`config.mk`:
```
export PLATFORM = sky130hd
export DESIGN_NAME = instr_encoder_flat
export DESIGN_NICKNAME = d
export VERILOG_FILES = /design/src/rtl/instr_encoder_if.sv /design/src/rtl/instr_encoder.sv /design/src/flat_wrapper.sv
export SDC_FILE = /design/constraint.sdc
export NUM_CORES = 1
export LEC_CHECK = 0
export CORE_AREA = 2 2 204 146
export DETAILED_ROUTE_END_ITERATION = 7
export DIE_AREA = 0 0 206 148
export SLEW_MARGIN = 20
export SYNTH_ARGS = -nofsm -noshare
export SYNTH_HDL_FRONTEND = slang
export SYNTH_SLANG_ARGS = --single-unit
```
`constraint.sdc`:
```
create_clock -name clk -period 2.4 [get_ports clk]
set_clock_uncertainty 0.15 [all_clocks]
set_input_delay 0.48 -clock clk [delete_from_list [all_inputs] [get_ports clk]]
set_output_delay 0.48 -clock clk [all_outputs]
set_load 0.02 [all_outputs]
```
`src/rtl/instr_encoder_if.sv`:
```
// Request/response bundle for instr_encoder: encode requests in, encoded RV32I words out.
interface instr_encoder_if;
   logic        in_valid;
   logic        in_ready;
   logic [3:0]  in_op;
   logic [4:0]  in_rd;
   logic [4:0]  in_rs1;
   logic [4:0]  in_rs2;
   logic [19:0] in_imm;
   logic        out_valid;
   logic        out_ready;
   logic [31:0] out_instr;
   logic [11:0] out_pc;
   logic        err;
   logic [7:0]  err_cnt;

   modport master (
      output in_valid, in_op, in_rd, in_rs1, in_rs2, in_imm, out_ready,
      input  in_ready, out_valid, out_instr, out_pc, err, err_cnt
   );

   modport slave (
      input  in_valid, in_op, in_rd, in_rs1, in_rs2, in_imm, out_ready,
      output in_ready, out_valid, out_instr, out_pc, err, err_cnt
   );
endinterface

```
`src/rtl/instr_encoder.sv`:
```
// Encodes simple op requests into RV32I words, queues them with their byte address,
// and counts illegal requests.
module instr_encoder #(
   parameter int unsigned DEPTH     = 4,
   parameter logic [11:0] BASE_ADDR = 12'h000
) (
   input logic            clk,
   input logic            rst_n,
   input logic            flush,
   instr_encoder_if.slave bus
);
   localparam int unsigned    PW      = (DEPTH > 1) ? $clog2(DEPTH) : 1;
   localparam logic [PW:0]    FULL    = (PW + 1)'(DEPTH);
   localparam logic [PW:0]    CNT_ONE = (PW + 1)'(1);
   localparam logic [PW-1:0]  PTR_ONE = PW'(1);

   localparam logic [6:0] OPC_R  = 7'b0110011;
   localparam logic [6:0] OPC_I  = 7'b0010011;
   localparam logic [6:0] OPC_U  = 7'b0110111;
   localparam logic [6:0] OPC_LD = 7'b0000011;
   localparam logic [6:0] OPC_ST = 7'b0100011;

   logic [31:0]   instr_mem [DEPTH];
   logic [11:0]   pc_mem    [DEPTH];
   logic [PW-1:0] wr_ptr_q, rd_ptr_q;
   logic [PW:0]   count_q;
   logic [11:0]   addr_q;
   logic          err_q;
   logic [7:0]    err_cnt_q;

   logic [31:0] enc;
   logic        legal;
   logic        accept, push, pop;

   always_comb begin
      enc   = 32'h0;
      legal = 1'b1;
      case (bus.in_op)
         4'd0:  enc = {7'b0000000, bus.in_rs2, bus.in_rs1, 3'b000, bus.in_rd, OPC_R};
         4'd1:  enc = {7'b0000000, bus.in_rs2, bus.in_rs1, 3'b100, bus.in_rd, OPC_R};
         4'd2:  enc = {7'b0100000, bus.in_rs2, bus.in_rs1, 3'b101, bus.in_rd, OPC_R};
         4'd3:  enc = {bus.in_imm[11:0], bus.in_rs1, 3'b000, bus.in_rd, OPC_I};
         4'd4:  enc = {bus.in_imm[11:0], bus.in_rs1, 3'b110, bus.in_rd, OPC_I};
         4'd5:  enc = {bus.in_imm[11:0], bus.in_rs1, 3'b111, bus.in_rd, OPC_I};
         4'd6:  enc = {7'b0100000, bus.in_imm[4:0], bus.in_rs1, 3'b101, bus.in_rd, OPC_I};
         4'd7:  enc = {bus.in_imm[19:0], bus.in_rd, OPC_U};
         4'd8:  enc = {bus.in_imm[11:0], bus.in_rs1, 3'b000, bus.in_rd, OPC_LD};
         4'd9:  enc = {bus.in_imm[11:0], bus.in_rs1, 3'b010, bus.in_rd, OPC_LD};
         4'd10: enc = {bus.in_imm[11:5], bus.in_rs2, bus.in_rs1, 3'b000, bus.in_imm[4:0], OPC_ST};
         4'd11: enc = {bus.in_imm[11:5], bus.in_rs2, bus.in_rs1, 3'b010, bus.in_imm[4:0], OPC_ST};
         default: legal = 1'b0;
      endcase
   end

   // in_ready ignores a same-cycle pop: no bypass when full.
   assign bus.in_ready  = (count_q < FULL);
   assign bus.out_valid = (count_q != '0);
   assign bus.out_instr = bus.out_valid ? instr_mem[rd_ptr_q] : 32'h0;
   assign bus.out_pc    = bus.out_valid ? pc_mem[rd_ptr_q] : 12'h0;
   assign bus.err       = err_q;
   assign bus.err_cnt   = err_cnt_q;

   assign accept = bus.in_valid && bus.in_ready;
   assign push   = accept && legal && !flush;
   assign pop    = bus.out_valid && bus.out_ready;

   always_ff @(posedge clk) begin
      if (push) begin
         instr_mem[wr_ptr_q] <= enc;
         pc_mem[wr_ptr_q]    <= addr_q;
      end
   end

   always_ff @(posedge clk or negedge rst_n) begin
      if (!rst_n) begin
         wr_ptr_q  <= '0;
         rd_ptr_q  <= '0;
         count_q   <= '0;
         addr_q    <= BASE_ADDR;
         err_q     <= 1'b0;
         err_cnt_q <= 8'h0;
      end else if (flush) begin
         // Requests offered during a flush are dropped, including illegal ones.
         wr_ptr_q <= '0;
         rd_ptr_q <= '0;
         count_q  <= '0;
         addr_q   <= BASE_ADDR;
         err_q    <= 1'b0;
      end else begin
         if (push) begin
            wr_ptr_q <= wr_ptr_q + PTR_ONE;
            addr_q   <= addr_q + 12'd4;
         end
         if (pop) begin
            rd_ptr_q <= rd_ptr_q + PTR_ONE;
         end
         if (push && !pop) begin
            count_q <= count_q + CNT_ONE;
         end else if (pop && !push) begin
            count_q <= count_q - CNT_ONE;
         end
         err_q <= accept && !legal;
         if (accept && !legal && (err_cnt_q != 8'hFF)) begin
            err_cnt_q <= err_cnt_q + 8'd1;
         end
      end
   end
endmodule

```
`src/flat_wrapper.sv`:
```
// flat-port wrapper written by rule: the top's interface ports become plain ports
module instr_encoder_flat 
#(
   parameter int unsigned DEPTH     = 4,
   parameter logic [11:0] BASE_ADDR = 12'h000
)
  (clk, rst_n, flush, bus_in_valid, bus_in_op, bus_in_rd, bus_in_rs1, bus_in_rs2, bus_in_imm, bus_out_ready, bus_in_ready, bus_out_valid, bus_out_instr, bus_out_pc, bus_err, bus_err_cnt);
  instr_encoder_if bus_i ();
  input logic clk;
  input logic rst_n;
  input logic flush;
  input wire logic [$bits(bus_i.in_valid)-1:0] bus_in_valid;
  input wire logic [$bits(bus_i.in_op)-1:0] bus_in_op;
  input wire logic [$bits(bus_i.in_rd)-1:0] bus_in_rd;
  input wire logic [$bits(bus_i.in_rs1)-1:0] bus_in_rs1;
  input wire logic [$bits(bus_i.in_rs2)-1:0] bus_in_rs2;
  input wire logic [$bits(bus_i.in_imm)-1:0] bus_in_imm;
  input wire logic [$bits(bus_i.out_ready)-1:0] bus_out_ready;
  output wire logic [$bits(bus_i.in_ready)-1:0] bus_in_ready;
  output wire logic [$bits(bus_i.out_valid)-1:0] bus_out_valid;
  output wire logic [$bits(bus_i.out_instr)-1:0] bus_out_instr;
  output wire logic [$bits(bus_i.out_pc)-1:0] bus_out_pc;
  output wire logic [$bits(bus_i.err)-1:0] bus_err;
  output wire logic [$bits(bus_i.err_cnt)-1:0] bus_err_cnt;
  assign bus_i.in_valid = bus_in_valid;
  assign bus_i.in_op = bus_in_op;
  assign bus_i.in_rd = bus_in_rd;
  assign bus_i.in_rs1 = bus_in_rs1;
  assign bus_i.in_rs2 = bus_in_rs2;
  assign bus_i.in_imm = bus_in_imm;
  assign bus_i.out_ready = bus_out_ready;
  assign bus_in_ready = bus_i.in_ready;
  assign bus_out_valid = bus_i.out_valid;
  assign bus_out_instr = bus_i.out_instr;
  assign bus_out_pc = bus_i.out_pc;
  assign bus_err = bus_i.err;
  assign bus_err_cnt = bus_i.err_cnt;
  instr_encoder #(.DEPTH(DEPTH), .BASE_ADDR(BASE_ADDR)) u_core (.clk(clk), .rst_n(rst_n), .flush(flush), .bus(bus_i));
endmodule
```
==> flow_metrics.env, run 1 <==
# flow metrics
export IMPL_status="complete, but fails checks"
export IMPL_violations="setup timing"
export IMPL_clk_share_pct=5.40
export IMPL_routed_top_layer="met4"
export IMPL_post_cts_buffers=7
export IMPL_ys_cells=490
export IMPL_r2r_end="u_core.count_q[2]"
export IMPL_synthTopLogicFamily="multiplexers"
export IMPL_io_pins=99
export IMPL_startpoint_type="register"
export IMPL_fin_setup_tns_ns=-5.33
export IMPL_pwr_group_combinational_mw=4.33
export IMPL_ys_warn_count=0
export IMPL_holdWs_ns=0.274
export IMPL_final_comb_area_um2=2480
export IMPL_die_h_um=148
export IMPL_layout_top_cell="edfxtp_1"
export IMPL_combPwrFrac_pct=39.9
export IMPL_topCellsByArea="edfxtp_1, mux4_2, dfrtp_1, and2_1, nor2b_1"
export IMPL_drt_drc_violations_left=0
export IMPL_drive_above_1_share_pct=35.7
export IMPL_reg2regPathDepth=7
export IMPL_setup_violations_final=40
export IMPL_tool_warnings=31
export IMPL_startpoint="u_core.rd_ptr_q[0]"
export IMPL_ctsResizeCount=200
export IMPL_layout_setup_ws_ns=-0.206
export IMPL_fin_nets=708
export IMPL_drt_initial_drc_count=233
export IMPL_avgSynthCellArea_um2=16.1
export IMPL_final_cell_area_um2=10700
export IMPL_max_vdd_ir_drop_mv=0.567
export IMPL_cpMostUsedCell="buf_6"
export IMPL_p_per_area_nw_per_um2=1010
export IMPL_maxCapViolCount=0
export IMPL_adder_share_pct=1.20
export IMPL_comb_area_share_pct=23.2
export IMPL_nFlopsAndLatches=182
export IMPL_synthAoiAreaFrac_pct=5.13
export IMPL_drt_pass1_iter_count=5
export IMPL_tightest_slew_ns=0.529
export IMPL_die_w_um=206
export IMPL_nonClkBufAreaFrac_pct=16.7
export IMPL_critPathRequiredTime_ns=1.77
export IMPL_top_area_cell_class="sequential cells"
export IMPL_ys_sh_mux_pct=12.5
export IMPL_edf_count=156
## run 1: sequential cells by signal, summed over array words and instances, names as in the netlist
name                flops
u_core.instr_mem      116
u_core.pc_mem          40
u_core.addr_q          10
u_core.bus.err_cnt      8
u_core.count_q          3
u_core.rd_ptr_q         2
u_core.wr_ptr_q         2
u_core.bus.err          1
## run 1: cells in the mapped netlist, types with 7 or more instances
library cell and count:
inv_1 10, dfrtp_1 26, nand2_1 20, mux4_2 39, mux2_2 7, clkbuf_1 14
and2_1 47, nor2b_1 20, xnor2_1 7, nand3_1 10, o2bb2ai_1 9, nor2_1 21
o21ai_0 11, a21oi_1 18, edfxtp_1 156
## run 1: per-layer routing
metal  vias up  GRT usage, %
met1      2393          18.1
met3        14          3.11
met4         0          3.57
met5         -             0
li1       2202             -
met2       115          19.5
Figure 1. Layout detail (run 1).
Window x 83 to 123, y 84 to 124 um. Cells in grey, sequential cells in the stronger grey; small squares are vias.
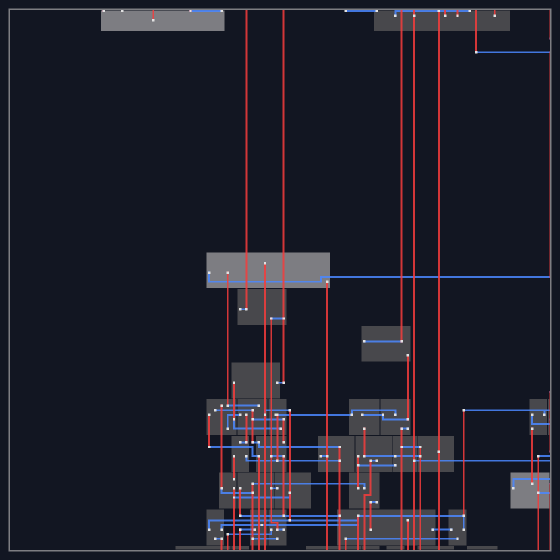
| layer | colour |
|---|---|
| M1 | blue |
| M2 | red |
cells with their middle in the window: 27
most frequent: buf_4 (5)
netlist names of flops here include: `u_core.bus.err_cnt` (1), `u_core.count_q` (1)
sequential cells in the window: 2

Figure 2. Track usage over the die (run 1).
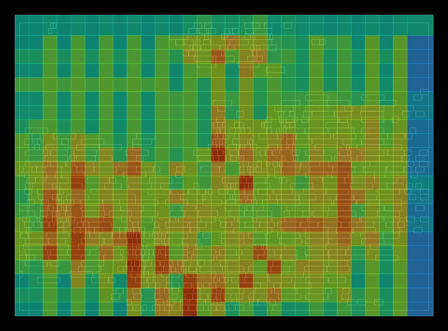
GRT Overall Usage: 12.8%
Layout Utilization: 37.6%
post-DR wirelength/cell: 17.5 um

Figure 3. Where the registers sit (run 1).
(2 px per um)
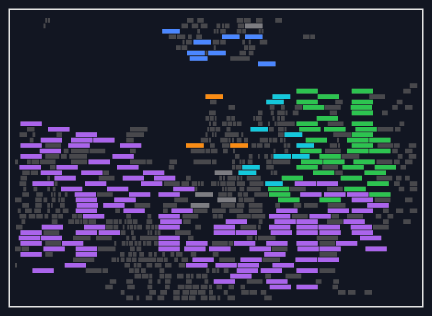
| name in the netlist | colour | sequential cells |
|---|---|---|
| `u_core.instr_mem` | purple | 116 |
| `u_core.addr_q` | cyan | 10 |
| `u_core.count_q` | orange | 3 |
| `u_core.pc_mem` | green | 40 |
| `u_core.bus.err_cnt` | blue | 8 |
not coloured: 5
sequential power: 3.76 mW
Flop area: 5340 um2
flop share of the area: 49.9%

Figure 4. Metal 2 (run 1).
(1.5 px per um) Cells faint in the background.
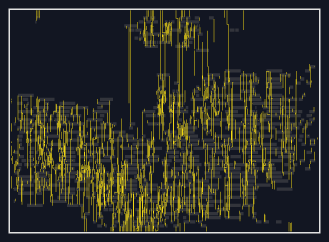
main direction: vertical
nets with wire on the layer: 609
met2 Use GR: 19.5%
final WL: 18,300 um
Via Count: 4,724

==> inputs of run 2 (changes only) <==
CTS_CLUSTER_DIAMETER = 200   (was unset)
Figure 5. Metal 2 (run 2).
(1.5 px per um) Cells faint in the background.
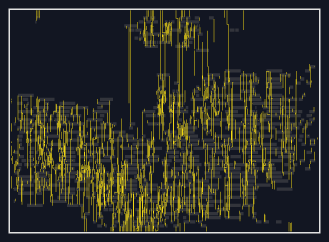
nets with wire on the layer: 609
wire length on this layer: 8,440 um
share of all routed wire: 46%
main direction: vertical

Figure 6. Where the registers sit (run 2).
(2 px per um)
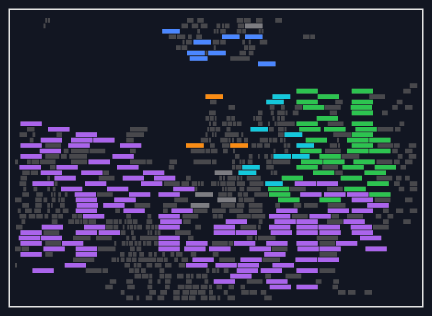
| name in the netlist | colour | sequential cells |
|---|---|---|
| `u_core.instr_mem` | purple | 116 |
| `u_core.count_q` | orange | 3 |
| `u_core.pc_mem` | green | 40 |
| `u_core.addr_q` | cyan | 10 |
| `u_core.bus.err_cnt` | blue | 8 |
not coloured: 5

Figure 7. Layout detail (run 2).
Window x 83 to 123, y 84 to 124 um. Cells in grey, sequential cells in the stronger grey; small squares are vias.
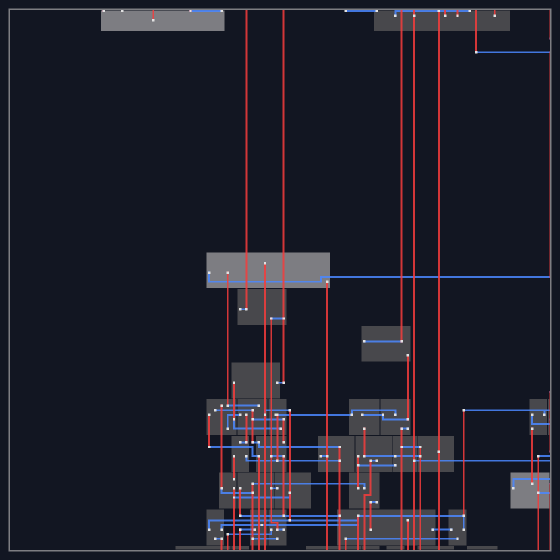
| layer | colour |
|---|---|
| M2 | red |
| M1 | blue |
netlist names of flops here include: `u_core.bus.err_cnt` (1), `u_core.count_q` (1)
sequential cells in the window: 2
most frequent: buf_4 (5)
cells with their middle in the window: 27

==> flow_metrics.env, run 2 <==
# flow metrics
export IMPL_status="complete, but fails checks"
export IMPL_violations="setup timing"
export IMPL_layout_top_cell="edfxtp_1"
export IMPL_top_register="u_core.instr_mem"
export IMPL_reg2regPathDepth=7
export IMPL_drive_above_1_share_pct=35.7
export IMPL_p_per_area_nw_per_um2=1010
export IMPL_top_cells_by_count="edfxtp_1, and2_1, mux4_2"
export IMPL_cpMostUsedCell="buf_6"
export IMPL_post_cts_buffers=7
export IMPL_pwr_group_combinational_mw=4.33
export IMPL_pg_seq_mw=3.76
export IMPL_final_cell_area_um2=10700
export IMPL_track_usage_pct=12.8
export IMPL_drt_initial_drc_count=233
export IMPL_adder_share_pct=1.20
export IMPL_layout_setup_ws_ns=-0.206
export IMPL_holdWs_ns=0.274
export IMPL_r2r_end="u_core.count_q[2]"
export IMPL_drt_total_wl_um=18300
export IMPL_ys_sh_mux_pct=12.5
export IMPL_fin_nets=708
export IMPL_drt_wirelength_per_cell_um=17.5
export IMPL_die_h_um=148
export IMPL_synthAoiAreaFrac_pct=5.13
export IMPL_edf_count=156
export IMPL_synth_most_common_cell="edfxtp_1"
export IMPL_setup_violations_final=40
export IMPL_max_vdd_ir_drop_mv=0.567
export IMPL_tool_warnings=31
export IMPL_tightest_slew_ns=0.529
export IMPL_register_area_um2=5340
export IMPL_drt_pass1_iter_count=5
export IMPL_fin_setup_tns_ns=-5.33
export IMPL_synthTopLogicFamily="multiplexers"
export IMPL_maxCapViolCount=0
## run 2: cell counts in the layout (fill, tap and decap cells not counted)
No cell type changed its count.
## run 2: layout make-up
type                       instances  share of cell area (%)
clock buffer                      19                    4.04
clock inverter                    13                    1.36
sequential                       182                    49.9
multi-input combinational        271                    23.2
timing repair buffer             173                    16.7
inverter                          12                   0.444
tap                              378                    4.42
## run 2: routing by layer
| metal | up-vias | GRT usage, % | part of all wire (%) |
|---|---|---|---|
| met1 | 2393 | 18.1 | 48 |
| met2 | 115 | 19.5 | 46 |
| met3 | 14 | 3.11 | 4.6 |
| met4 | 0 | 3.57 | 1.2 |
| li1 | 2202 | - | - |
| met5 | - | 0 | 0 |
Power figures rest on the tool's default switching activity, not on a simulated workload.
